$ cat src/rtl/snitch_acc_pkg.sv
// Shared types and ID-width helpers for the accelerator-port arbiter.
// Struct typedef macros take the ID width so core-side and unit-side variants share one layout.
`define SNITCH_ACC_TYPEDEF_REQ(req_t, id_w) \
  typedef struct packed { \
    logic [31:0]       addr; \
    logic [(id_w)-1:0] id; \
    logic [31:0]       data_op; \
    logic [31:0]       data_arga; \
    logic [31:0]       data_argb; \
    logic [31:0]       data_argc; \
  } req_t;

`define SNITCH_ACC_TYPEDEF_RSP(rsp_t, id_w) \
  typedef struct packed { \
    logic [(id_w)-1:0] id; \
    logic              error; \
    logic [31:0]       data; \
  } rsp_t;

package snitch_acc_pkg;

  // A single core still carries a 1-bit (zero) index prefix.
  function automatic int unsigned acc_log_cores(input int unsigned core_count);
    return (core_count > 1) ? int'($clog2(core_count)) : 1;
  endfunction

  function automatic int unsigned acc_id_ext(input int unsigned id_width, input int unsigned core_count);
    return id_width + acc_log_cores(core_count);
  endfunction

endpackage

$ cat src/rtl/snitch_acc_credit_cnt.sv
// Per-core outstanding-transaction counter, saturating at MaxOutstanding and at zero.
module snitch_acc_credit_cnt #(
  parameter int unsigned  MaxOutstanding = 4,
  localparam int unsigned CntW           = $clog2(MaxOutstanding + 1)
) (
  input  logic clk_i,
  input  logic rst_ni,
  input  logic inc_i,
  input  logic dec_i,
  output logic credit_avail_o,
  output logic credit_nonzero_o
);

  logic [CntW-1:0] r_cnt;

  always_ff @(posedge clk_i or negedge rst_ni) begin
    if (!rst_ni) begin
      r_cnt <= '0;
    end else if (inc_i && !dec_i && (r_cnt != CntW'(MaxOutstanding))) begin
      r_cnt <= r_cnt + 1'b1;
    end else if (dec_i && !inc_i && (r_cnt != '0)) begin
      r_cnt <= r_cnt - 1'b1;
    end
  end

  assign credit_avail_o   = (r_cnt < CntW'(MaxOutstanding));
  assign credit_nonzero_o = (r_cnt != '0);

  a_no_underflow: assert property (@(posedge clk_i) disable iff (!rst_ni)
                                   !(dec_i && !inc_i && (r_cnt == '0)));

endmodule

$ cat src/rtl/snitch_acc_arbiter.sv
// Round-robin sharing of one accelerator port among CoreCount cores; core index prefixes the request ID.
// Optional per-core stall-cycle counters are built when SNITCH_ACC_ARB_STALL_CNT_EN is defined.
module snitch_acc_arbiter
  import snitch_acc_pkg::*;
#(
  parameter int unsigned  CoreCount      = 4,
  parameter int unsigned  IdWidth        = 5,
  parameter int unsigned  MaxOutstanding = 4,
  localparam int unsigned LogCoreCount   = acc_log_cores(CoreCount),
  localparam int unsigned SfuIdWidth     = acc_id_ext(IdWidth, CoreCount),
  localparam int unsigned CoreReqW       = IdWidth + 160,
  localparam int unsigned SfuReqW        = SfuIdWidth + 160,
  localparam int unsigned CoreRspW       = IdWidth + 33,
  localparam int unsigned SfuRspW        = SfuIdWidth + 33
) (
  input  logic                               clk_i,
  input  logic                               rst_ni,
  input  logic [CoreCount-1:0][CoreReqW-1:0] core_req_i,
  input  logic [CoreCount-1:0]               core_qvalid_i,
  output logic [CoreCount-1:0]               core_qready_o,
  output logic [CoreCount-1:0][CoreRspW-1:0] core_rsp_o,
  output logic [CoreCount-1:0]               core_pvalid_o,
  input  logic [CoreCount-1:0]               core_pready_i,
  output logic [SfuReqW-1:0]                 sfu_req_o,
  output logic                               sfu_qvalid_o,
  input  logic                               sfu_qready_i,
  input  logic [SfuRspW-1:0]                 sfu_rsp_i,
  input  logic                               sfu_pvalid_i,
  output logic                               sfu_pready_o,
  output logic                               rsp_misroute_o,
  output logic [CoreCount-1:0][31:0]         stall_cnt_o
);

  `SNITCH_ACC_TYPEDEF_REQ(core_req_t, IdWidth)
  `SNITCH_ACC_TYPEDEF_REQ(sfu_req_t, SfuIdWidth)
  `SNITCH_ACC_TYPEDEF_RSP(sfu_rsp_t, SfuIdWidth)

  // Returns {found, index} of the first eligible core at or after ptr, wrapping.
  function automatic logic [LogCoreCount:0] rr_pick(input logic [CoreCount-1:0]    elig,
                                                    input logic [LogCoreCount-1:0] ptr);
    logic [LogCoreCount:0] res;
    logic [CoreCount-1:0]  rot;
    int unsigned           idx;
    res = '0;
    for (int k = CoreCount - 1; k >= 0; k--) begin
      idx = (32'(ptr) + 32'(k)) % CoreCount;
      rot = elig >> idx;
      if (rot[0]) res = {1'b1, LogCoreCount'(idx)};
    end
    return res;
  endfunction

  logic [LogCoreCount-1:0] r_rr_q;
  logic                    r_full_q;
  sfu_req_t                r_req;

  logic [LogCoreCount-1:0] w_grant_idx, w_rr_next, w_rsp_sel;
  logic                    w_found, w_stage_free, w_req_hs, w_sel_valid;
  logic [CoreCount-1:0]    w_eligible, w_credit_avail, w_credit_nz, w_req_fire, w_rsp_fire;
  core_req_t               w_core_req;
  sfu_req_t                w_req_next;
  sfu_rsp_t                w_sfu_rsp;

  assign w_eligible               = core_qvalid_i & w_credit_avail;
  assign {w_found, w_grant_idx}   = rr_pick(w_eligible, r_rr_q);
  assign w_stage_free             = !r_full_q || sfu_qready_i;
  assign w_req_hs                 = w_found && w_stage_free;
  assign core_qready_o            = w_req_hs ? (CoreCount'(1) << w_grant_idx) : '0;
  assign w_rr_next                = (w_grant_idx == LogCoreCount'(CoreCount - 1)) ? '0 : w_grant_idx + 1'b1;
  assign w_core_req               = core_req_t'(core_req_i[w_grant_idx]);

  always_comb begin
    w_req_next           = '0;
    w_req_next.addr      = w_core_req.addr;
    w_req_next.id        = {w_grant_idx, w_core_req.id};
    w_req_next.data_op   = w_core_req.data_op;
    w_req_next.data_arga = w_core_req.data_arga;
    w_req_next.data_argb = w_core_req.data_argb;
    w_req_next.data_argc = w_core_req.data_argc;
  end

  // The stage only reloads when free, which keeps sfu_req_o stable under backpressure.
  always_ff @(posedge clk_i or negedge rst_ni) begin
    if (!rst_ni) begin
      r_rr_q   <= '0;
      r_full_q <= 1'b0;
      r_req    <= '0;
    end else if (w_req_hs) begin
      r_rr_q   <= w_rr_next;
      r_full_q <= 1'b1;
      r_req    <= w_req_next;
    end else if (sfu_qready_i) begin
      r_full_q <= 1'b0;
    end
  end

  assign sfu_req_o    = r_req;
  assign sfu_qvalid_o = r_full_q;

  assign w_sfu_rsp      = sfu_rsp_t'(sfu_rsp_i);
  assign w_rsp_sel      = w_sfu_rsp.id[SfuIdWidth-1:IdWidth];
  assign w_sel_valid    = (32'(w_rsp_sel) < 32'(CoreCount));
  assign rsp_misroute_o = sfu_pvalid_i && !w_sel_valid;

  // Responses to a core holding no credit (e.g. issued before a reset) are swallowed.
  always_comb begin
    core_rsp_o    = '0;
    core_pvalid_o = '0;
    sfu_pready_o  = 1'b1;
    for (int i = 0; i < CoreCount; i++) begin
      core_rsp_o[i] = {w_sfu_rsp.id[IdWidth-1:0], w_sfu_rsp.error, w_sfu_rsp.data};
      if ((w_rsp_sel == LogCoreCount'(i)) && w_credit_nz[i]) begin
        core_pvalid_o[i] = sfu_pvalid_i;
        sfu_pready_o     = core_pready_i[i];
      end
    end
  end

  assign w_req_fire = core_qvalid_i & core_qready_o;
  assign w_rsp_fire = core_pvalid_o & core_pready_i;

  for (genvar g = 0; g < CoreCount; g++) begin : g_credit
    snitch_acc_credit_cnt #(
      .MaxOutstanding(MaxOutstanding)
    ) u_credit (
      .clk_i           (clk_i),
      .rst_ni          (rst_ni),
      .inc_i           (w_req_fire[g]),
      .dec_i           (w_rsp_fire[g]),
      .credit_avail_o  (w_credit_avail[g]),
      .credit_nonzero_o(w_credit_nz[g])
    );
  end

`ifdef SNITCH_ACC_ARB_STALL_CNT_EN
  logic [CoreCount-1:0][31:0] r_stall_cnt;

  always_ff @(posedge clk_i or negedge rst_ni) begin
    if (!rst_ni) begin
      r_stall_cnt <= '0;
    end else begin
      for (int i = 0; i < CoreCount; i++) begin
        if (core_qvalid_i[i] && !core_qready_o[i] && (r_stall_cnt[i] != 32'hFFFF_FFFF)) begin
          r_stall_cnt[i] <= r_stall_cnt[i] + 32'd1;
        end
      end
    end
  end

  assign stall_cnt_o = r_stall_cnt;
`else
  assign stall_cnt_o = '0;
`endif

endmodule

$ cat config.mk
export PLATFORM = sky130hd
export DESIGN_NAME = snitch_acc_arbiter
export DESIGN_NICKNAME = d
export VERILOG_FILES = /design/src/rtl/snitch_acc_pkg.sv /design/src/rtl/snitch_acc_credit_cnt.sv /design/src/rtl/snitch_acc_arbiter.sv
export SDC_FILE = /design/constraint.sdc
export NUM_CORES = 1
export LEC_CHECK = 0
export ABC_AREA = 1
export CORE_AREA = 3 3 459 461
export DETAILED_ROUTE_END_ITERATION = 10
export DIE_AREA = 0 0 462 464
export PLACE_DENSITY = 0.38
export SYNTH_ARGS = -nofsm -noshare
export SYNTH_HDL_FRONTEND = slang
export SYNTH_SLANG_ARGS = --single-unit
$ cat constraint.sdc
create_clock -name clk_i -period 2.57 [get_ports clk_i]
set_input_delay 0.514 -clock clk_i [delete_from_list [all_inputs] [get_ports clk_i]]
set_output_delay 0.514 -clock clk_i [all_outputs]
set_load 0.01 [all_outputs]
### Signal wires on met1

Scale: 1 px per um. Supply wires on this layer in gray.
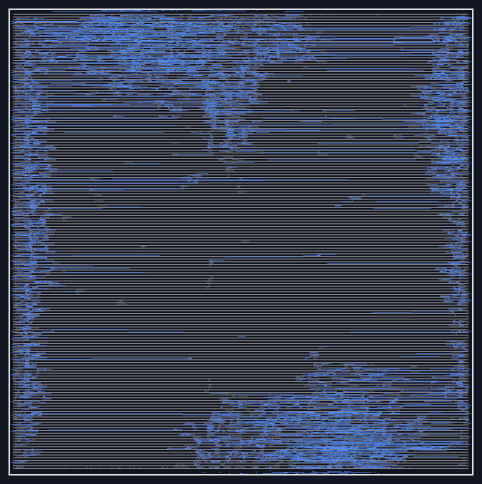
share of all routed wire	38%
nets with wire on the layer	4,010
wire length on this layer	44.7 mm

### Signal wires on met2

Scale: 1 px per um.
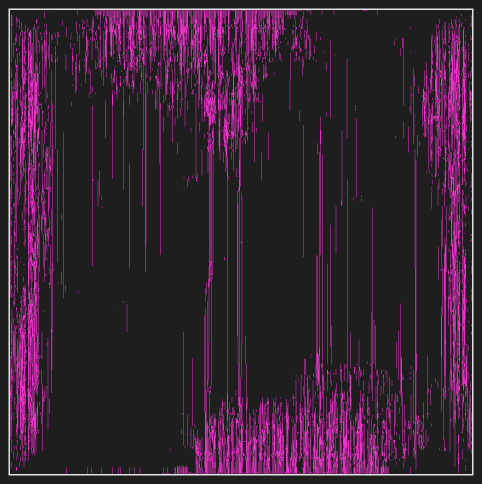
main direction	vertical
longest straight run	310 um
nets with wire on the layer	3,513
share of all routed wire	50%

### Metal 3

Scale: 1 px per um.
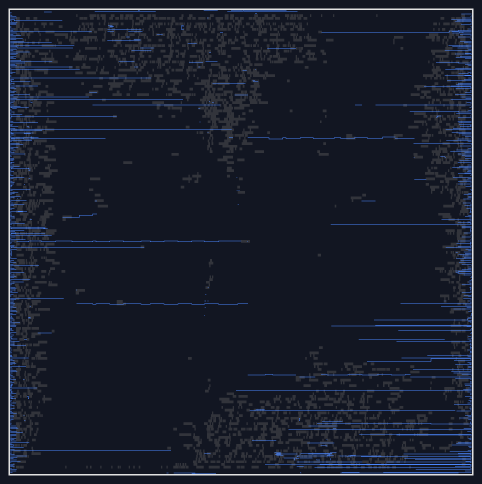
main direction	horizontal
share of all routed wire	9.5%
longest straight run	235 um
nets with wire on the layer	649
wire length on this layer	11,100 um

### Metal 4

Scale: 1 px per um. Supply wires on this layer in gray.
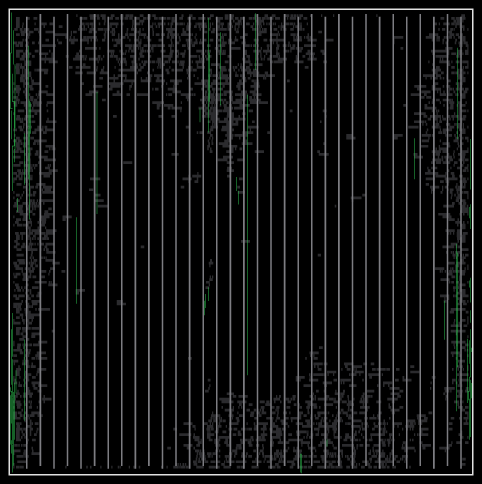
longest straight run	280 um
main direction	vertical
nets with wire on the layer	47

### Track usage over the die

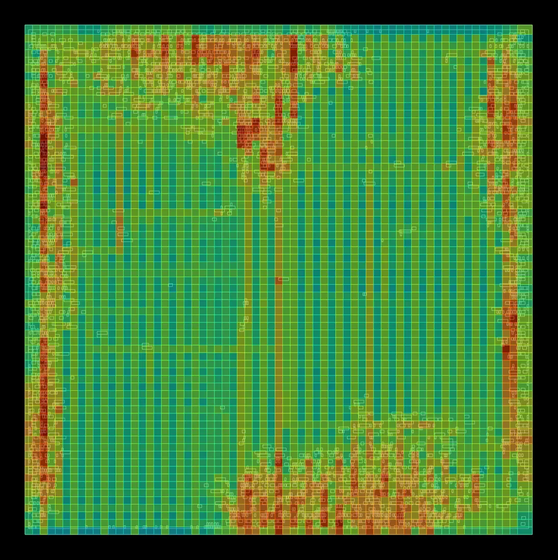
met3 Usage GRT: 3.846%
post-layout util: 14.33%
gr busiest metal: met2
GRT met2 Usage: 18.22%

==> run notes <==
flow finished, numbers: CTS tree=done, Setup CP Type=reg -> out, Post-synth ARST share=100.0%, # Cells Yosys=between 3,000 and 4,000, final instance area=around 30,000 um2, largest net degree at the start of global routing=around 140, first-pass GRT wire length=153,500 um, post-route setup slack=-0.1735 ns, post-route clock period utilization=106.7%, cells along the critical path=xnor2_2 -> inv_2 -> nand2_1 -> nand2_2 -> nand2_4 -> nand2_4 -> nand2_4 -> buf_6 -> nand3_4 -> nor2_4 -> buf_12, sequential share of the synthesized area=between 20% and 30%, Final Setup Violations=4, failing checks=setup timing, Core Region=between 200,000 and 250,000 um2, gpl congestion=between 0.8 and 0.9, worst vdd ir=roughly 0.93 mV, max_cap viols=0, Num Clock Sinks=~180, Yosys Chip Area=~17,000 um2, Cell variety after synth=32, DRC viols=0, Bufs and invs on worst path=3, Levels on crit path=11, number of global-route vias before repair=between 20,000 and 25,000, Arr. time, crit path=about 2.2 ns, chip height=roughly 460 um, DIE WIDTH=roughly 460 um, Max Slew Vio Count=0, critical path's largest stage delay=roughly 0.52 ns, final net count=between 4,000 and 5,000, status=finished with violations
==> flip-flops by register name, summed over array words and instances, names as in the netlist <==
register	count
sfu_req_o	167
g_credit.u_credit.r_cnt	12
r_rr_q	2
sfu_qvalid_o	1
==> cells in the mapped netlist (all sizes together) (2+ instances only) <==
library cell,number
nand2,1393
inv,691
buf,378
nand3,355
dfrtp,182
clkbuf,49
nor2,20
fa,4
nor3,4
o21ai,3
xor2,3
a21oi,2
nand4,2
==> worst register-to-register path: stages (launching register included) <==
cell     delay (ns)
dfrtp_2        0.52
xnor2_2        0.28
inv_2          0.06
nand2_1        0.08
nand2_2        0.06
nand2_4        0.10
buf_4          0.12
nand3_2        0.18
nand2_8        0.18
buf_4          0.18
buf_12         0.18
nand2_1        0.10
nand3_1        0.09
nand2_1        0.07
nand2_1        0.14
nand2_1        0.08
==> cell type report <==
| type | count | area [um2] |
|---|---|---|
| fill | 24180 | 177200 |
| timing repair buffer | 1004 | 10360 |
| multi-input combinational | 1923 | 8149 |
| sequential | 182 | 4556 |
| tap | 2704 | 3383 |
| inverter | 691 | 2596 |
| clock buffer | 17 | 425.4 |
| clock inverter | 15 | 156.4 |
| antenna | 9 | 22.52 |
==> layer usage <==
metal	part of all wire [%]	wire length (um)	GRT usage (%)
met5	0.011	13	0
met4	2.6	3023	3.431
met3	9.5	11140	3.846
met2	50	58170	18.22
met1	38	44720	10.99
==> per-stage QoR <==
| stage | std cells | hold WS, ns | power, W |
|---|---|---|---|
| floorplan | 3222 | 0.2184 | 0.02209 |
| global placement | 6482 | 0.4626 | 0.03748 |
| detailed placement | 6482 | 0.4646 | 0.03731 |
| CTS | 6522 | 0.4684 | 0.04211 |
| global route | 6541 | 0.4980 | 0.04692 |
| finish | 6545 | 0.4808 | 0.04246 |
==> report_power, final <==
part,leakage [nW],switching [W],internal (W)
Sequential,2.21,0.000986,0.00446
Combinational,13.0,0.0209,0.0131
Clock,0.289,0.00174,0.00130
==> final timing paths <==
path,start,to,slack (ns)
max in group asynchronous,rst_ni,sfu_req_o[89],1.41
min,sfu_req_o[89],sfu_req_o[89],0.48
max reg2reg,r_rr_q[0],sfu_req_o[107],0.03
min reg2reg,sfu_req_o[89],sfu_req_o[89],0.48
max,r_rr_q[0],core_qready_o[3],-0.17
min in group asynchronous,rst_ni,sfu_req_o[57],0.51
==> cells by family after synthesis <==
| kind of cell | count (synthesis) | share of synthesized area (%) |
|---|---|---|
| AND-OR/OR-AND | 9 | 0.3442 |
| other | 1 | 0.02149 |
| adder cells (fa/ha/maj) | 4 | 0.4590 |
| XOR/XNOR | 4 | 0.2439 |
| AND/OR/NAND/NOR | 1776 | 41.14 |
| flip-flops | 182 | 26.10 |
| buffers and inverters | 1118 | 31.69 |
==> what timing repair did <==
| item | CTS | global route |
|---|---|---|
| gates resized | 69 | 44 |
| endpoints found under the hold margin | 101 | 0 |
| buffers inserted | 4 | 6 |
| gates cloned | 3 | 8 |
| hold buffers | 1 | 0 |
| setup endpoints to repair | 132 | 132 |
| pin swaps | 5 | 12 |
Power figures rest on the tool's default switching activity, not on a simulated workload.
